--- config.mk ---
export PLATFORM = sky130hd
export DESIGN_NAME = uart_tx_framer
export DESIGN_NICKNAME = d
export VERILOG_FILES = /design/src/rtl/uart_pkg.sv /design/src/rtl/uart_tx_baud_gen.sv /design/src/rtl/uart_tx_framer.sv
export SDC_FILE = /design/constraint.sdc
export NUM_CORES = 1
export LEC_CHECK = 0
export CAP_MARGIN = 5
export CORE_MARGIN = 3
export CORE_UTILIZATION = 55
export DETAILED_ROUTE_END_ITERATION = 7
export GPL_ROUTABILITY_DRIVEN = 0
export PLACE_DENSITY = 0.83
export SYNTH_ARGS = -nofsm -noshare
export SYNTH_HDL_FRONTEND = slang
export SYNTH_SLANG_ARGS = --single-unit
--- constraint.sdc ---
create_clock -name clk -period 1.8 [get_ports clk]
set_input_delay 0.36 -clock clk [delete_from_list [all_inputs] [get_ports clk]]
set_output_delay 0.36 -clock clk [all_outputs]
set_load 0.02 [all_outputs]
--- src/rtl/uart_pkg.sv ---
// Shared UART definitions: frame state encoding, data width and line idle level.
package uart_pkg;

  localparam int unsigned UART_DATA_BITS = 8;
  localparam logic        UART_LINE_IDLE = 1'b1;

  typedef enum logic [2:0] {
    IDLE,
    START,
    DATA,
    PARITY,
    STOP
  } uart_tx_state_t;

endpackage

--- src/rtl/uart_tx_baud_gen.sv ---
// Bit-period counter: strobes on the last clk of each serial bit; clear holds it at phase 0.
module uart_tx_baud_gen #(
  parameter int unsigned CLKS_PER_BIT = 868
) (
  input  logic clk,
  input  logic rst,
  input  logic clear_i,
  output logic tick_o
);

  localparam int unsigned   CNT_W = (CLKS_PER_BIT > 1) ? $clog2(CLKS_PER_BIT) : 1;
  localparam logic [CNT_W-1:0] LAST = CNT_W'(CLKS_PER_BIT - 1);

  logic [CNT_W-1:0] cnt_q, cnt_d;

  always_comb begin
    cnt_d = cnt_q;
    if (clear_i || (cnt_q == LAST)) begin
      cnt_d = '0;
    end else begin
      cnt_d = cnt_q + 1'b1;
    end
  end

  always_ff @(posedge clk or posedge rst) begin
    if (rst) begin
      cnt_q <= '0;
    end else begin
      cnt_q <= cnt_d;
    end
  end

  assign tick_o = (cnt_q == LAST);

endmodule

--- src/rtl/uart_tx_framer.sv ---
// UART transmit framer: start, 8 data bits LSB first, optional parity, stop bit(s).
// Define UART_TX_PARITY_EN to include the parity bit (polarity from PARITY_ODD).
module uart_tx_framer
  import uart_pkg::*;
#(
  parameter int unsigned CLKS_PER_BIT = 868,
  parameter int unsigned STOP_BITS    = 1,
  parameter int unsigned PARITY_ODD   = 0
) (
  input  logic       clk,
  input  logic       rst,
  input  logic [7:0] tx_data,
  input  logic       tx_valid,
  output logic       tx_ready,
  output logic       tx_out,
  output logic       tx_busy
);

  if (CLKS_PER_BIT < 2) begin : g_bad_clks_per_bit
    $error("uart_tx_framer: CLKS_PER_BIT must be 2 or more");
  end
  if ((STOP_BITS < 1) || (STOP_BITS > 2)) begin : g_bad_stop_bits
    $error("uart_tx_framer: STOP_BITS must be 1 or 2");
  end
  if (PARITY_ODD > 1) begin : g_bad_parity_odd
    $error("uart_tx_framer: PARITY_ODD must be 0 or 1");
  end

  localparam logic [2:0] LAST_DATA_BIT = 3'(UART_DATA_BITS - 1);
  localparam logic       LAST_STOP_BIT = 1'(STOP_BITS - 1);

  uart_tx_state_t              state_q, state_d;
  logic [UART_DATA_BITS-1:0]   shift_q, shift_d;
  logic [2:0]                  bit_cnt_q, bit_cnt_d;
  logic                        stop_cnt_q, stop_cnt_d;
  logic                        tx_out_q, tx_out_d;
  logic                        tx_ready_q, tx_ready_d;
  logic                        tx_busy_q, tx_busy_d;
  logic                        baud_clear;
  logic                        bit_tick;
`ifdef UART_TX_PARITY_EN
  logic                        parity_q, parity_d;
`endif

  // Holding the counter clear in IDLE aligns every frame's bit phase to its handshake.
  assign baud_clear = (state_q == IDLE);

  uart_tx_baud_gen #(
    .CLKS_PER_BIT(CLKS_PER_BIT)
  ) u_baud (
    .clk    (clk),
    .rst    (rst),
    .clear_i(baud_clear),
    .tick_o (bit_tick)
  );

  always_comb begin
    state_d    = state_q;
    shift_d    = shift_q;
    bit_cnt_d  = bit_cnt_q;
    stop_cnt_d = stop_cnt_q;
`ifdef UART_TX_PARITY_EN
    parity_d   = parity_q;
`endif

    case (state_q)
      IDLE: begin
        if (tx_valid && tx_ready_q) begin
          shift_d    = tx_data;
          bit_cnt_d  = '0;
          stop_cnt_d = 1'b0;
`ifdef UART_TX_PARITY_EN
          parity_d   = (^tx_data) ^ (PARITY_ODD != 0);
`endif
          state_d    = START;
        end
      end
      START: begin
        if (bit_tick) state_d = DATA;
      end
      DATA: begin
        if (bit_tick) begin
          shift_d   = shift_q >> 1;
          bit_cnt_d = bit_cnt_q + 1'b1;
          if (bit_cnt_q == LAST_DATA_BIT) begin
`ifdef UART_TX_PARITY_EN
            state_d = PARITY;
`else
            state_d = STOP;
`endif
          end
        end
      end
`ifdef UART_TX_PARITY_EN
      PARITY: begin
        if (bit_tick) state_d = STOP;
      end
`endif
      STOP: begin
        if (bit_tick) begin
          if (stop_cnt_q == LAST_STOP_BIT) begin
            state_d = IDLE;
          end else begin
            stop_cnt_d = stop_cnt_q + 1'b1;
          end
        end
      end
      default: state_d = IDLE;
    endcase

    // Outputs are decoded from the next state so they can be registered without a cycle of lag.
    tx_out_d = UART_LINE_IDLE;
    case (state_d)
      START:   tx_out_d = 1'b0;
      DATA:    tx_out_d = shift_d[0];
`ifdef UART_TX_PARITY_EN
      PARITY:  tx_out_d = parity_d;
`endif
      default: tx_out_d = UART_LINE_IDLE;
    endcase
    tx_ready_d = (state_d == IDLE);
    tx_busy_d  = !tx_ready_d;
  end

  always_ff @(posedge clk or posedge rst) begin
    if (rst) begin
      state_q    <= IDLE;
      shift_q    <= '0;
      bit_cnt_q  <= '0;
      stop_cnt_q <= 1'b0;
      tx_out_q   <= UART_LINE_IDLE;
      tx_ready_q <= 1'b1;
      tx_busy_q  <= 1'b0;
`ifdef UART_TX_PARITY_EN
      parity_q   <= 1'b0;
`endif
    end else begin
      state_q    <= state_d;
      shift_q    <= shift_d;
      bit_cnt_q  <= bit_cnt_d;
      stop_cnt_q <= stop_cnt_d;
      tx_out_q   <= tx_out_d;
      tx_ready_q <= tx_ready_d;
      tx_busy_q  <= tx_busy_d;
`ifdef UART_TX_PARITY_EN
      parity_q   <= parity_d;
`endif
    end
  end

  assign tx_out   = tx_out_q;
  assign tx_ready = tx_ready_q;
  assign tx_busy  = tx_busy_q;

endmodule
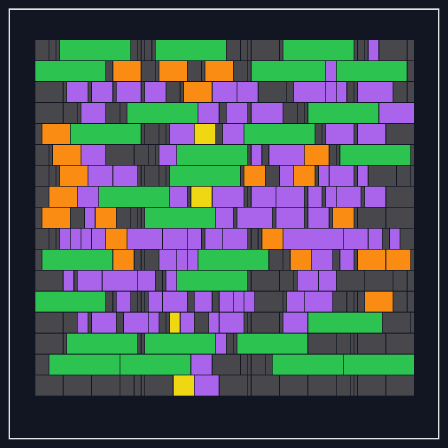
Fig. 1. Placement by cell class (run 1).
Fill, decap, tap and diode cells in gray.
Key: yellow = clock drivers and dummy loads [cells 4, share of their area 1.7%]; purple = all other logic [cells 90, share of their area 42%]; green = flip-flops [cells 27, share of their area 44%]; orange = other buffers and delay cells [cells 21, share of their area 12%]

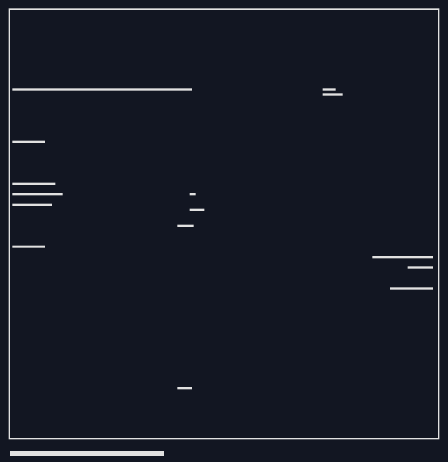
Fig. 2. Met3 routing (run 1).
Bar = 20 µm.
The layer carries 72.0 µm of wire. The wires run mostly horizontal. 13 nets have wire on it.

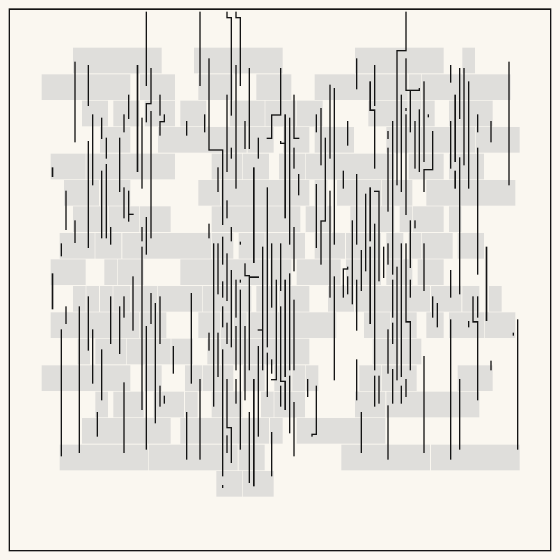
Fig. 3. Signal wires on met2 (run 1).
The wires run mostly vertical. 127 nets have wire on it. The layer carries 1210 µm of wire.

==> reports/metrics.yaml, run 1 <==
status:
  status: "finished, final reports clean"
sta:
  slew_headroom_pct: 54.4
  worstMarginPinSlew_ps: 679
  fin_skew_ps: 6.02
  finalHoldViolCount: 0
  fin_setup_tns_ps: 0
  finalMaxSlewViolations: 0
  layout_setup_ws_ps: 116
power_and_ir_drop:
  p_per_area_mw_per_mm2: 988
  internal_power_mw: 1.06
  power.group.top: "registers"
  pwr-share-seq_pct: 55.5
  p_leak_nw: 0.772
  swShare_pct: 31.8
  netSwitchingPower_uw: 493
  comb_power_share_pct: 28.1
critical_path:
  ff2ff_setup_slack_ps: 120
  path_buffers: 0
  slowest_delay_ps: 460
  crit_start: "u_baud.cnt_q[7]$_DFF_PP0_"
  worstPathMaxFanout: 11
  criticalPathCategory: "flop to flop"
  crit_chain: "nor3b_1 > and4_4 > nor2_4 > mux2_2"
  end_kind: "flop"
  crit_end: "bit_cnt_q[0]$_DFFE_PP0P_"
  worstPathRequired_ps: 2030
clock_network:
  clock_tree.root_cell: "clkbuf_4"
  h-tree-depth: 1
  cts_setup_buffers: 0
  cts.clk_slew.worst_paths_ps: 140
  cts_resized: 2
  cts_tree: "yes"
final_layout:
  final-seq-area_um2: 678
  buffers_excl_clock: 21
  fin_nets: 157
  buf_share_pct: 11.9
  stdcell_count: 170
  clkCellAreaFrac_pct: 1.67
  combGateArea_um2: 623
  dominant-cell-class: "sequential cells"
  comb_cells: 84
  regMostFlops: "u_baud.cnt_q"
  ff_count: 27
global_route:
  gr-total-overflow: 0
  grt_use_met2_pct: 29.1
  grt_max_degree: 28
  antenna_found_initial: 0
  use_met3_pct: 2.57
  grt_pass1_vias: 986
  grt_use_met1_pct: 21.9
floorplanning:
  placementRows: 17
  taps: 28
  floorplan.core_util_pct: 59.3
  dieArea_mm2: 0.00308
yosys:
  yosys.cell_types.count: 42
  synth_stat.cells: 122
  synth-compound-area-share_pct: 16.8
  yosysChipArea_mm2: 0.00135
  ys.warnings.count: 0
  syn-instance-count: 122
  synthArstFlopShare_pct: 100
  ys_sh_adder_pct: 2.78
  ys_sh_mux_pct: 2.32
routing:
  drtIter0Drc: 28
  viasPerCell: 5.67
  met2_length_mm: 1.21
  met1_length_mm: 1.14
  avgRoutedWirePerCell_um: 14.4
  drcViolationCount: 0
flow_run:
  warnings: 26
run 1: cells in the final DEF (no fill, tap or decap), drive strengths merged, types with 2 or more instances in the layout:
cell / netlist / layout
a21o: 7 / 7
a21oi: 3 / 3
a22o: 8 / 8
and3: 2 / 2
buf: 4 / 8
clkbuf: 1 / 4
clkdlybuf4s50: 0 / 11
dfrtp: 25 / 25
dfstp: 2 / 2
dlygate4sd2: 0 / 2
ha: 3 / 3
inv: 6 / 6
mux2i: 2 / 2
nand2: 5 / 5
nand3: 5 / 5
nand4: 3 / 3
nor2: 13 / 13
nor3: 2 / 2
nor3b: 2 / 2
o31ai: 2 / 2
o32a: 2 / 2
xnor2: 3 / 3
xor2: 5 / 5
--- run 2 (diff from run 1) ---
--- a/config.mk
+++ b/config.mk
@@ -8,6 +8,7 @@
 export CAP_MARGIN = 5
 export CORE_MARGIN = 3
 export CORE_UTILIZATION = 55
+export CTS_BUF_LIST = sky130_fd_sc_hd__clkbuf_16
 export DETAILED_ROUTE_END_ITERATION = 7
 export GPL_ROUTABILITY_DRIVEN = 0
 export PLACE_DENSITY = 0.83
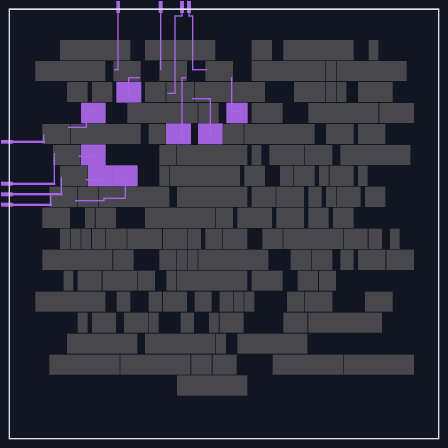
Fig. 4. Wires at chosen ports, followed through buffers (run 2).
Key: purple = `tx_data` [direction input, edge 4 top, 4 left, end cells 8, buffers 8, wire 110 µm]

==> run 2 against run 1 <==
Net effect:
- clock power grew 91%
- clock-buffer cell count decreased by 1
- via count grew 2.3%
- sequential power about the same
- largest cell class unchanged
==> reports/metrics.yaml, run 2 <==
clock_network:
  clkLatencyLatePin_ps: 260
  cts.clk_slew.worst_paths_ps: 60
  numCtsBuffers: 3
  clock_tree.root_cell: "clkbuf_16"
  hold_buffers: 0
  h-tree-depth: 1
  cts_max_path_buffers: 2
  cts_tree: "yes"
power_and_ir_drop:
  netSwitchingPower_uw: 517
  swShare_pct: 28.7
  p_leak_nw: 0.792
  pg_seq_uw: 864
  pg_comb_uw: 449
  comb_power_share_pct: 24.9
  internal_power_mw: 1.28
  clock_power_uw: 488
  pwr-share-seq_pct: 48.0
  vdd.ir_drop.worst_mv: 0.836
  power.group.top: "registers"
  p_per_area_mw_per_mm2: 1110
sta:
  layout_setup_ws_ps: 52.6
  hold_slack_ps: 454
  max_freq_mhz: 572
  finalMaxSlewViolations: 0
  fin_crit_ps: 1750
  slew_headroom_pct: 52.1
  fin_setup_tns_ps: 0
  worstMarginPinSlew_ps: 715
  fin_skew_ps: 3.85
  finalCritPeriodShare_pct: 97.1
  finalHoldViolCount: 0
  rsz0062_at_grt: "false"
critical_path:
  cp.arrival_ps: 1390
  crit_end: "tx_ready"
  end_kind: "output port"
  regToRegStartpoint: "u_baud.cnt_q[7]$_DFF_PP0_"
  worstPathMaxFanout: 3
  start_kind: "flop"
  slowest_delay_ps: 590
  ff2ff_setup_slack_ps: 90
  cpLargestDelayFamily: "buffers and inverters"
  crit_cells: 1
  reg2reg_depth: 4
  crit_chain: "clkdlybuf4s50_1"
  path_buffers: 1
  worstPathRequired_ps: 1440
  criticalPathCategory: "flop to output port"
  crit_start: "tx_ready$_DFF_PP1_"
final_layout:
  final-seq-area_um2: 678
  final_layout_size_suffix_gt1_share_pct: 14.1
  final_cell_area_mm2: 0.00163
  largest_reg_flops: 10
  antenna_cells: 0
  areaGrowthSynthToFinish_pct: 20.7
  stdcell_count: 170
  layout_top_cells: "dfrtp_1 (25), clkdlybuf4s50_1 (13), nor2_1 (12)"
  regMostFlops: "u_baud.cnt_q"
  post-route-util_pct: 71.5
  combGateArea_um2: 623
  fin_nets: 157
  fillers: 158
  lay_top_count: "dfrtp_1"
floorplanning:
  num_io_pins: 14
  floorplan.core_util_pct: 59.3
  dieArea_mm2: 0.00308
  core_area_mm2: 0.00228
  die_w_um: 55.5
  placementRows: 17
yosys:
  top_cell_area_share_pct: 46.4
  yosysChipArea_mm2: 0.00135
  ys_ff: 27
  syn-instance-count: 122
  edf_count: 0
  syn_area_per_cell_um2: 11.1
  synthArstFlopShare_pct: 100
  synth_top_cell_by_count: "dfrtp_1"
  ys_sh_adder_pct: 2.78
  synth_stat.cells: 122
  syn_area_mm2: 0.00135
  xor_share_pct: 5.19
  yosys.cell_types.count: 42
  flop_cell: "dfrtp_1"
  yosys-top-cells-count: "dfrtp_1 (25), nor2_1 (12), a22o_1 (8)"
  synth-compound-area-share_pct: 16.8
  ys.warnings.count: 0
  synth_seq_share_pct: 50.3
  ys_sh_mux_pct: 2.32
  top_logic_kind: "simple AND/OR/NAND/NOR gates"
  synth.net_count: 136
  ys_sh_simple_pct: 18.7
placed_design:
  hpwl_mm: 1.85
  portBuffers: 13
  dp.cells: 166
  post_dp_cell_area_mm2: 0.00154
  dpl_worst_slack_ps: 39.5
routing:
  vias: 986
  drcViolationCount: 0
  viasPerCell: 5.80
  ant_nets: 0
  drtIter0Drc: 27
  drtPass1Iterations: 4
  avgRoutedWirePerCell_um: 15.0
global_route:
  grt_max_degree: 28
  gr-total-overflow: 0
  antenna_found_initial: 0
  grt_pass1_vias: 1018
  grt_pass1_wl_mm: 4.61
flow_run:
  warnings: 26
  drv_cap: 0
status:
  status: "finished, final reports clean"
min_path:
  hold_class: "primary input to asynchronous set/reset pin"
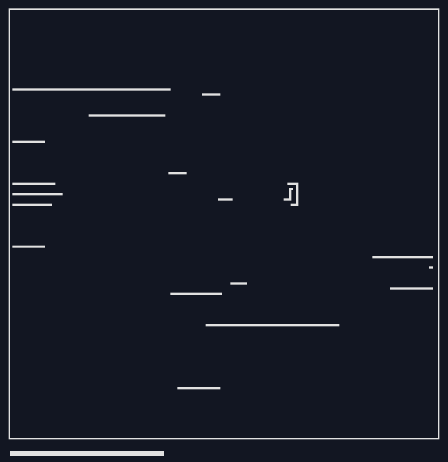
Fig. 5. Met3 routing (run 2).
Bar = 20 µm.
The layer holds 4.3% of the routed length. The wires run mostly horizontal.

==> run 2: per-layer routing <==
layer / vias to the layer above / GRT usage, % / wire length [µm]
met2: 25 / 30.9 / 1280
met4: 0 / 9.72 / 48
met5: - / 0 / 0
met1: 473 / 23.1 / 1120
met3: 5 / 3.50 / 110
li1: 483 / - / -
==> run 2: final cells by class <==
class | count | share of cell area [%]
Timing Repair Buffer | 21 | 11.7
Tap cell | 28 | 2.15
Inverter | 6 | 1.38
Sequential cell | 27 | 41.7
Multi-Input combinational cell | 84 | 38.3
Clock inverter | 1 | 0.231
Clock buffer | 3 | 4.61
==> run 2: timing repair <==
| action | CTS | global route |
|---|---|---|
| resized | 0 | 1 |
| buffers inserted | 0 | 0 |
| setup endpoints to repair | 0 | 9 |
--- run 3 (diff from run 2) ---
--- a/config.mk
+++ b/config.mk
@@ -5,13 +5,14 @@
 export SDC_FILE = /design/constraint.sdc
 export NUM_CORES = 1
 export LEC_CHECK = 0
+export ABC_AREA = 1
 export CAP_MARGIN = 5
 export CORE_MARGIN = 3
-export CORE_UTILIZATION = 55
+export CORE_UTILIZATION = 54
 export CTS_BUF_LIST = sky130_fd_sc_hd__clkbuf_16
 export DETAILED_ROUTE_END_ITERATION = 7
 export GPL_ROUTABILITY_DRIVEN = 0
-export PLACE_DENSITY = 0.83
+export PLACE_DENSITY = 0.82
 export SYNTH_ARGS = -nofsm -noshare
 export SYNTH_HDL_FRONTEND = slang
 export SYNTH_SLANG_ARGS = --single-unit
==> run 3 against run 2 <==
Net effect:
- clock-buffer cell count unchanged
- combinational power decreased by 14%
- sequential share of layout area increased by 1.5 points
- non-clock buffer count decreased by 6
- final area decreased by 3.5%
- routed wire length increased by 1.4%
- critical path depth unchanged
- cell count increased by 21%
- clock power increased by 0.8%
- critical path type unchanged
- highest routed layer unchanged
==> reports/metrics.yaml, run 3 <==
final_layout:
  post-route-util_pct: 69.7
  layout_top_cells: "nand2_1 (46), dfrtp_1 (25), nand3_1 (19)"
  lay_top_count: "nand2_1"
  comb-cell-share_pct: 35.6
  combGateArea_um2: 559
  seq_area_share_pct: 43.2
  antenna_cells: 0
  ff_count: 27
  clkCellAreaFrac_pct: 5.02
  stdcell_count: 205
  dominant-cell-class: "sequential cells"
  nClkBuffers: 3
  buffers_excl_clock: 15
  fillers: 187
  final_cell_area_mm2: 0.00157
  fin_nets: 192
  inv_count: 20
global_route:
  grt_max_degree: 28
  gr-total-overflow: 0
  grt_pass1_wl_mm: 4.62
  grt_use_met1_pct: 21.9
  antenna_found_initial: 0
min_path:
  hold_class: "flop to flop"
yosys:
  flop_cell: "dfrtp_1"
  ys_ff: 27
  yosys.cell_types.count: 21
  yosys-top-cells-count: "nand2_1 (46), dfrtp_1 (25), nand3_1 (19)"
  synth-compound-area-share_pct: 3.81
  xor_share_pct: 2.00
  synthArstFlopShare_pct: 100
  ys.warnings.count: 0
  syn_area_mm2: 0.00131
  top_logic_kind: "simple AND/OR/NAND/NOR gates"
  yosysChipArea_mm2: 0.00131
  ys_sh_adder_pct: 2.86
  synth_stat.cells: 158
  ys_sh_mux_pct: 0
clock_network:
  h-tree-depth: 1
  cts_setup_buffers: 0
  clock_tree.root_cell: "clkbuf_16"
  numCtsBuffers: 3
sta:
  finalMaxSlewViolations: 0
  layout_setup_ws_ps: 53.9
  fin_crit_ps: 1750
  rsz0062_at_grt: "false"
  finalCritPeriodShare_pct: 97.0
  hold_slack_ps: 463
  slew_headroom_pct: 71.3
  fin_skew_ps: 5.61
placed_design:
  post_dp_cell_area_mm2: 0.00149
  dp.cells: 200
  hpwl_mm: 1.93
critical_path:
  cpLargestDelayFamily: "buffers and inverters"
  worstPathRequired_ps: 1440
  ff2ff_setup_slack_ps: 200
  start_kind: "flop"
  crit_chain: "clkdlybuf4s50_1"
  crit_end: "tx_ready"
  cp.arrival_ps: 1390
routing:
  met2_length_mm: 1.33
  drtIter0Drc: 32
  wl_met3_um: 116
  met1_length_mm: 1.08
  drcViolationCount: 0
  routed.top_layer: "met4"
  avgRoutedWirePerCell_um: 12.6
  viasPerCell: 5.35
  ant_nets: 0
flow_run:
  warnings: 26
  drv_cap: 0
floorplanning:
  num_io_pins: 14
  core_area_mm2: 0.00225
  dieArea_mm2: 0.00306
  placementRows: 17
  die_w_um: 55.3
  taps: 28
status:
  status: "finished, final reports clean"
power_and_ir_drop:
  p_leak_nw: 0.785
  vdd.ir_drop.worst_mv: 0.667
==> run 3: cell count changes after synthesis, sizes merged, moves of 3 or more <==
cell | previous run | this run
a21o | 7 | 0
a22o | 8 | 0
buf | 4 | 0
inv | 6 | 20
nand2 | 5 | 50
nand3 | 5 | 19
nor2 | 13 | 17
nor3 | 2 | 7
xnor2 | 3 | 0
==> run 3: worst reg2reg max path: stages (launching register included) <==
cell and delay (ps):
dfrtp_1 390, ha_1 210, nand2_1 70, inv_1 60
nand2_1 120, nor2_4 130, nand3_1 150, nand2_2 120
inv_2 100, nand2_1 80, nand3_1 70
==> run 3: power breakdown <==
group / internal (mW) / switching (mW) / leakage (nW)
Combinational: 0.176 / 0.209 / 0.401
Clock: 0.297 / 0.195 / 0.0423
Sequential: 0.775 / 0.112 / 0.341
Total: 1.25 / 0.517 / 0.785
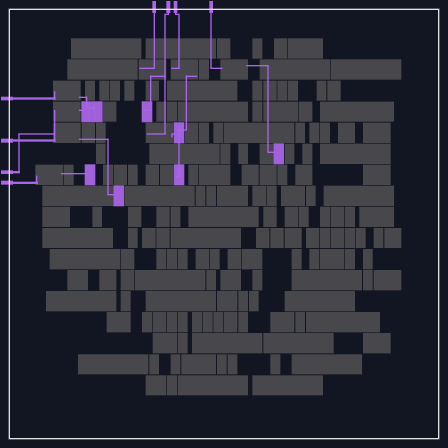
Fig. 6. Wires at chosen ports, followed through buffers (run 3).
Key: purple = `tx_data` [direction input, edge 4 top, 4 left, end cells 8, buffers 8, wire 132 µm]

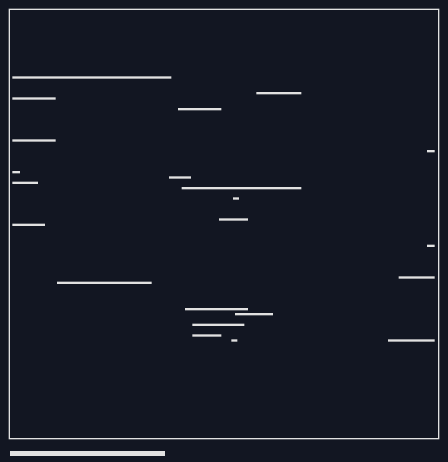
Fig. 7. Met3 routing (run 3).
Bar = 20 µm.
The longest straight run is 20.2 µm. The wires run mostly horizontal. The layer carries 117 µm of wire. 18 nets have wire on it. The layer holds 4.5% of the routed length.

No activity file was given, so power comes from the tool's default toggle rates.
